==> src/rtl/cpu_test_pkg.sv <==
// Shared types and constants for the RV32I self-test harness and its benches.
package cpu_test_pkg;

    typedef enum logic [2:0] {
        ST_IDLE,
        ST_LOAD,
        ST_RUN,
        ST_CHECK,
        ST_DONE
    } state_t;

    // jal x0, 0 : the core spins on itself once the program is finished
    localparam logic [31:0] HALT_INSN_DEF = 32'h0000006f;

    localparam logic [6:0] OPC_JAL  = 7'b1101111;
    localparam logic [6:0] OPC_JALR = 7'b1100111;

endpackage

==> src/rtl/cpu_selftest_harness_halt_detector.sv <==
// Detects a core parked on the halt instruction: same PC and halt word for HALT_CYCLES cycles.
module halt_detector
    import cpu_test_pkg::*;
#(
    parameter int                XLEN        = 32,
    parameter logic [XLEN-1:0]   HALT_INSN   = XLEN'(HALT_INSN_DEF),
    parameter int                HALT_CYCLES = 16
) (
    input  logic            clk,
    input  logic            rst,
    input  logic            en,
    input  logic [XLEN-1:0] cpu_pc,
    input  logic [XLEN-1:0] cpu_instr,
    output logic            halt
);

    localparam int SW = $clog2(HALT_CYCLES + 1);

    logic [XLEN-1:0] pc_q;
    logic [SW-1:0]   stable;

    always_ff @(posedge clk) begin
        pc_q <= cpu_pc;
    end

    // A multicycle core holds PC between instructions, so the instruction word must match too
    always_ff @(posedge clk) begin
        if (rst || !en) begin
            stable <= '0;
        end else if (cpu_instr == HALT_INSN && cpu_pc == pc_q) begin
            if (stable != SW'(HALT_CYCLES))
                stable <= stable + 1'b1;
        end else begin
            stable <= '0;
        end
    end

    assign halt = en && (stable == SW'(HALT_CYCLES));

endmodule

==> src/rtl/cpu_selftest_harness.sv <==
// Run-and-check harness: streams a program into imem, runs the core to halt or timeout, then checks registers.
module cpu_selftest_harness
    import cpu_test_pkg::*;
#(
    parameter int              XLEN        = 32,
    parameter int              PROG_DEPTH  = 64,
    parameter logic [XLEN-1:0] HALT_INSN   = XLEN'(HALT_INSN_DEF),
    parameter int              HALT_CYCLES = 16,
    parameter int              TIMEOUT     = 4096
) (
    input  logic                          clk,
    input  logic                          rst,
    input  logic                          start,
    input  logic                          ld_valid,
    input  logic [XLEN-1:0]               ld_data,
    input  logic                          ld_last,
    output logic                          ld_ready,
    output logic                          imem_we,
    output logic [$clog2(PROG_DEPTH)-1:0] imem_addr,
    output logic [XLEN-1:0]               imem_wdata,
    output logic                          cpu_rst,
    input  logic [XLEN-1:0]               cpu_pc,
    input  logic [XLEN-1:0]               cpu_instr,
    input  logic                          chk_valid,
    input  logic [4:0]                    chk_reg,
    input  logic [XLEN-1:0]               chk_exp,
    input  logic                          chk_last,
    output logic                          chk_ready,
    output logic [4:0]                    rf_raddr,
    input  logic [XLEN-1:0]               rf_rdata,
    output logic                          done,
    output logic                          pass,
    output logic                          timeout,
    output logic                          load_err,
    output logic [7:0]                    fail_count,
    output logic [4:0]                    first_fail_reg
);

    localparam int AW = $clog2(PROG_DEPTH);
    localparam int CW = $clog2(TIMEOUT);

    function automatic logic [7:0] sat_inc(input logic [7:0] v);
        return (v == 8'hFF) ? v : v + 8'd1;
    endfunction

    state_t        state;
    logic [AW-1:0] wcnt;
    logic [CW-1:0] cyc;
    logic          run_en;
    logic          halt;
    logic          ld_fire;
    logic          chk_fire;
    logic          mismatch;

    assign ld_ready   = (state == ST_LOAD);
    assign chk_ready  = (state == ST_CHECK);
    assign run_en     = (state == ST_RUN);
    assign ld_fire    = ld_valid && ld_ready;
    assign chk_fire   = chk_valid && chk_ready;
    assign mismatch   = chk_fire && (rf_rdata != chk_exp);

    // Memory and register-file side effects are combinational so a word moves every accepted cycle
    assign imem_we    = ld_fire;
    assign imem_addr  = ld_ready ? wcnt : '0;
    assign imem_wdata = ld_fire ? ld_data : '0;
    assign rf_raddr   = chk_ready ? chk_reg : '0;

    halt_detector #(
        .XLEN        (XLEN),
        .HALT_INSN   (HALT_INSN),
        .HALT_CYCLES (HALT_CYCLES)
    ) u_halt (
        .clk       (clk),
        .rst       (rst),
        .en        (run_en),
        .cpu_pc    (cpu_pc),
        .cpu_instr (cpu_instr),
        .halt      (halt)
    );

    always_ff @(posedge clk) begin
        if (rst) begin
            state          <= ST_IDLE;
            cpu_rst        <= 1'b1;
            done           <= 1'b0;
            pass           <= 1'b0;
            timeout        <= 1'b0;
            load_err       <= 1'b0;
            fail_count     <= 8'd0;
            first_fail_reg <= 5'd0;
            wcnt           <= '0;
            cyc            <= '0;
        end else begin
            case (state)
                ST_IDLE, ST_DONE: begin
                    if (start) begin
                        state          <= ST_LOAD;
                        cpu_rst        <= 1'b1;
                        done           <= 1'b0;
                        pass           <= 1'b0;
                        timeout        <= 1'b0;
                        load_err       <= 1'b0;
                        fail_count     <= 8'd0;
                        first_fail_reg <= 5'd0;
                        wcnt           <= '0;
                    end
                end
                ST_LOAD: begin
                    if (ld_fire) begin
                        wcnt <= wcnt + 1'b1;
                        if (ld_last) begin
                            state   <= ST_RUN;
                            cpu_rst <= 1'b0;
                            cyc     <= '0;
                        end else if (wcnt == AW'(PROG_DEPTH - 1)) begin
                            state    <= ST_DONE;
                            load_err <= 1'b1;
                            done     <= 1'b1;
                            pass     <= 1'b0;
                        end
                    end
                end
                ST_RUN: begin
                    // Halt is tested first so a halt on the final allowed cycle still gets checked
                    if (halt) begin
                        state <= ST_CHECK;
                    end else if (cyc == CW'(TIMEOUT - 1)) begin
                        state   <= ST_DONE;
                        timeout <= 1'b1;
                        done    <= 1'b1;
                        pass    <= 1'b0;
                    end else begin
                        cyc <= cyc + 1'b1;
                    end
                end
                ST_CHECK: begin
                    if (chk_fire) begin
                        if (mismatch) begin
                            fail_count <= sat_inc(fail_count);
                            if (fail_count == 8'd0)
                                first_fail_reg <= chk_reg;
                        end
                        if (chk_last) begin
                            state <= ST_DONE;
                            done  <= 1'b1;
                            pass  <= (fail_count == 8'd0) && !mismatch && !timeout && !load_err;
                        end
                    end
                end
                default: begin
                    state   <= ST_IDLE;
                    cpu_rst <= 1'b1;
                end
            endcase
        end
    end

endmodule

==> config.mk <==
export PLATFORM = sky130hd
export DESIGN_NAME = cpu_selftest_harness
export DESIGN_NICKNAME = d
export VERILOG_FILES = /design/src/rtl/cpu_test_pkg.sv /design/src/rtl/cpu_selftest_harness_halt_detector.sv /design/src/rtl/cpu_selftest_harness.sv
export SDC_FILE = /design/constraint.sdc
export NUM_CORES = 1
export LEC_CHECK = 0
export CAP_MARGIN = 20
export CELL_PAD_IN_SITES_DETAIL_PLACEMENT = 1
export CELL_PAD_IN_SITES_GLOBAL_PLACEMENT = 2
export CORE_UTILIZATION = 18
export CTS_BUF_LIST = sky130_fd_sc_hd__clkbuf_16
export DETAILED_ROUTE_END_ITERATION = 8
export HOLD_SLACK_MARGIN = 0.06
export PLACE_DENSITY_LB_ADDON = 0.1
export SYNTH_ARGS = -nofsm -noshare
export SYNTH_HDL_FRONTEND = slang
export SYNTH_SLANG_ARGS = --single-unit
==> constraint.sdc <==
create_clock -name clk -period 1.8 [get_ports clk]
set_input_delay 0.36 -clock clk [delete_from_list [all_inputs] [get_ports clk]]
set_output_delay 0.36 -clock clk [all_outputs]
set_load 0.05 [all_outputs]
### Clock wiring as the flow saved it

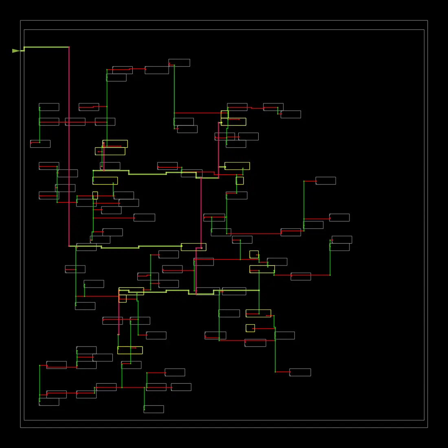
setup skew after layout: 7.49 ps
source-to-sink clock delay at the later pin of the worst-skew pair: 340 ps
total clock network power: 1850 µW

### Metal layers overlaid

Scale bar: 50 µm.
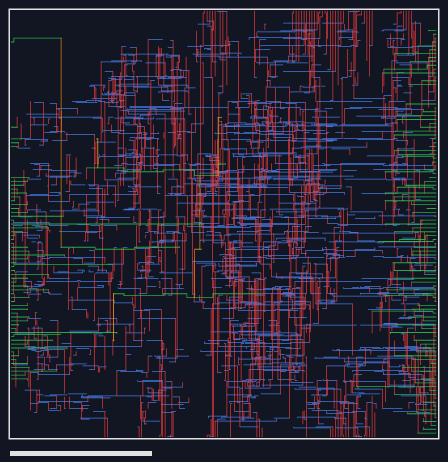
layer	color	wire length
M3	green	1,410 µm
M1	blue	6,690 µm
M2	red	8,090 µm
M4	orange	165 µm

==> flow_results.org <==
#+TITLE: Flow metrics

** Synthesis
- Cell types with the largest area share after synthesis :: dfxtp_1 38%, xor2_1 13%, and2_1 5.2%
- Cell type with the highest aggregate area in the netlist :: dfxtp_1
- Avg Synthesized Cell Area :: 8.98 µm²
- Ranking of synthesized cells by instance count :: 76 x dfxtp_1, 59 x xor2_1, 33 x and2_1
- Post-Synthesis Net Count :: 619
- Top non-seq family :: simple AND/OR/NAND/NOR gates
- Dominant flop cell :: dfxtp_1
- Simple-gate area share of the yosys netlist :: 27.7%
- Number of cells in the yosys synthesis report :: 441
- Synth flops :: 76

** Final timing
- From the final report, the count of setup violators was given as 75.
- Peak Freq :: 501 MHz
- Fin. Hold Viols :: 0
- The critical path in the final layout is reported with a setup slack of -197 ps.

** Floorplanning
- Chip footprint :: 0.0226 mm²
- Initial cell density of the core :: 18.6%
- For this design the top-level I/O count stands at 236.

** Worst hold path
- Launch point of the worst hold path :: done$_SDFFE_PP0P_

** Final layout
- The largest registers in the layout are u_halt.pc_q (32), cyc (12), fail_count (8).
- The final layout report lists a filler cell count of 2,357.
- Antenna diode count :: 1
- Per the area breakdown, the dominant cell category is non-clock buffers.
- The layout has 339 buffers outside the clock class.
- There are 76 flip-flops and latches.
- Share of cell area taken by multi-input logic gates :: 33.2%
- The finished layout reports a core utilization of 41.1%.

** Global route
- Global-route wire length before repair :: 25,100 µm
- The initial antenna violation count is 1.
- Summed over all layers, the global routing overflow is 0.

** Routing
- The routed design shows a wire length per standard cell of 15.5 µm.
- Vias post-DR :: 4,515

** Critical path
- Setup Crit Path Kind :: reg2out
- Type of element capturing the critical path :: output pin
- Peak fanout along the critical path :: 13
- STA shows the worst reg2reg path with a cell count of 6.
- Ordered cell list for the critical path :: buf_8 > inv_2 > and3_4 > buf_12 > and2_4 > buf_12
- Data required, critical path :: 1440 ps
- Among the stages of the critical path, the cell type that occurs most often is buf_12.
- Critical Path Slowest Stage Cell :: dfxtp_2
- On the critical path the data arrives at 1640 ps.

** Placed design
- Counting tap cells, the placed design contains a total of 1,005 instances.
- Before CTS, the worst setup slack after placement is -781 ps.

** Outcome
- Status :: finished with violations
- The final reports fail on negative setup slack.

** CTS
- The H-tree generated during clock tree synthesis spans 3 levels.

** Power and ir drop
- For this design the static power due to leakage is 0.00368 µW.
### Wires at chosen ports, followed through buffers

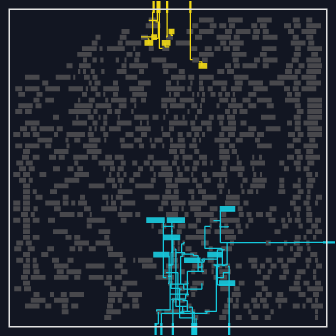
port	color	bits	direction	edge	end cells	buffers	wire
`chk_reg`	yellow	5	input	top	5	5	109 µm
`fail_count`	cyan	8	output	7 bottom, 1 right	8	15	624 µm

-- worst reg2reg max path: cells and delay by family, from the launching register on --
kind          cells  cell delay, ps
simple gates      5            1440
flops             1             320
buf+inv           1             130
-- layer usage --
metal	part of all wire [%]	GRT usage, %	wire length (µm)
met5	0	0	0
met4	1.0	4.09	165
met3	8.6	4.36	1410
met2	49	25.6	8090
met1	41	16.2	6690
-- per-stage QoR --
step / area, µm² / setup TNS [ps]
finish: 8740 / -9750
global route: 8740 / -15540
CTS: 8490 / -9230
detailed placement: 7720 / -24790
global placement: 7720 / -24690
floorplan: 4130 / -580
-- power by group --
part	leakage, µW	switching, µW	internal [µW]
combinational	0.00291	1370	1590
clock	0.000138	773	1080
sequential	0.000633	48.4	1770
Power figures rest on the tool's default switching activity, not on a simulated workload.
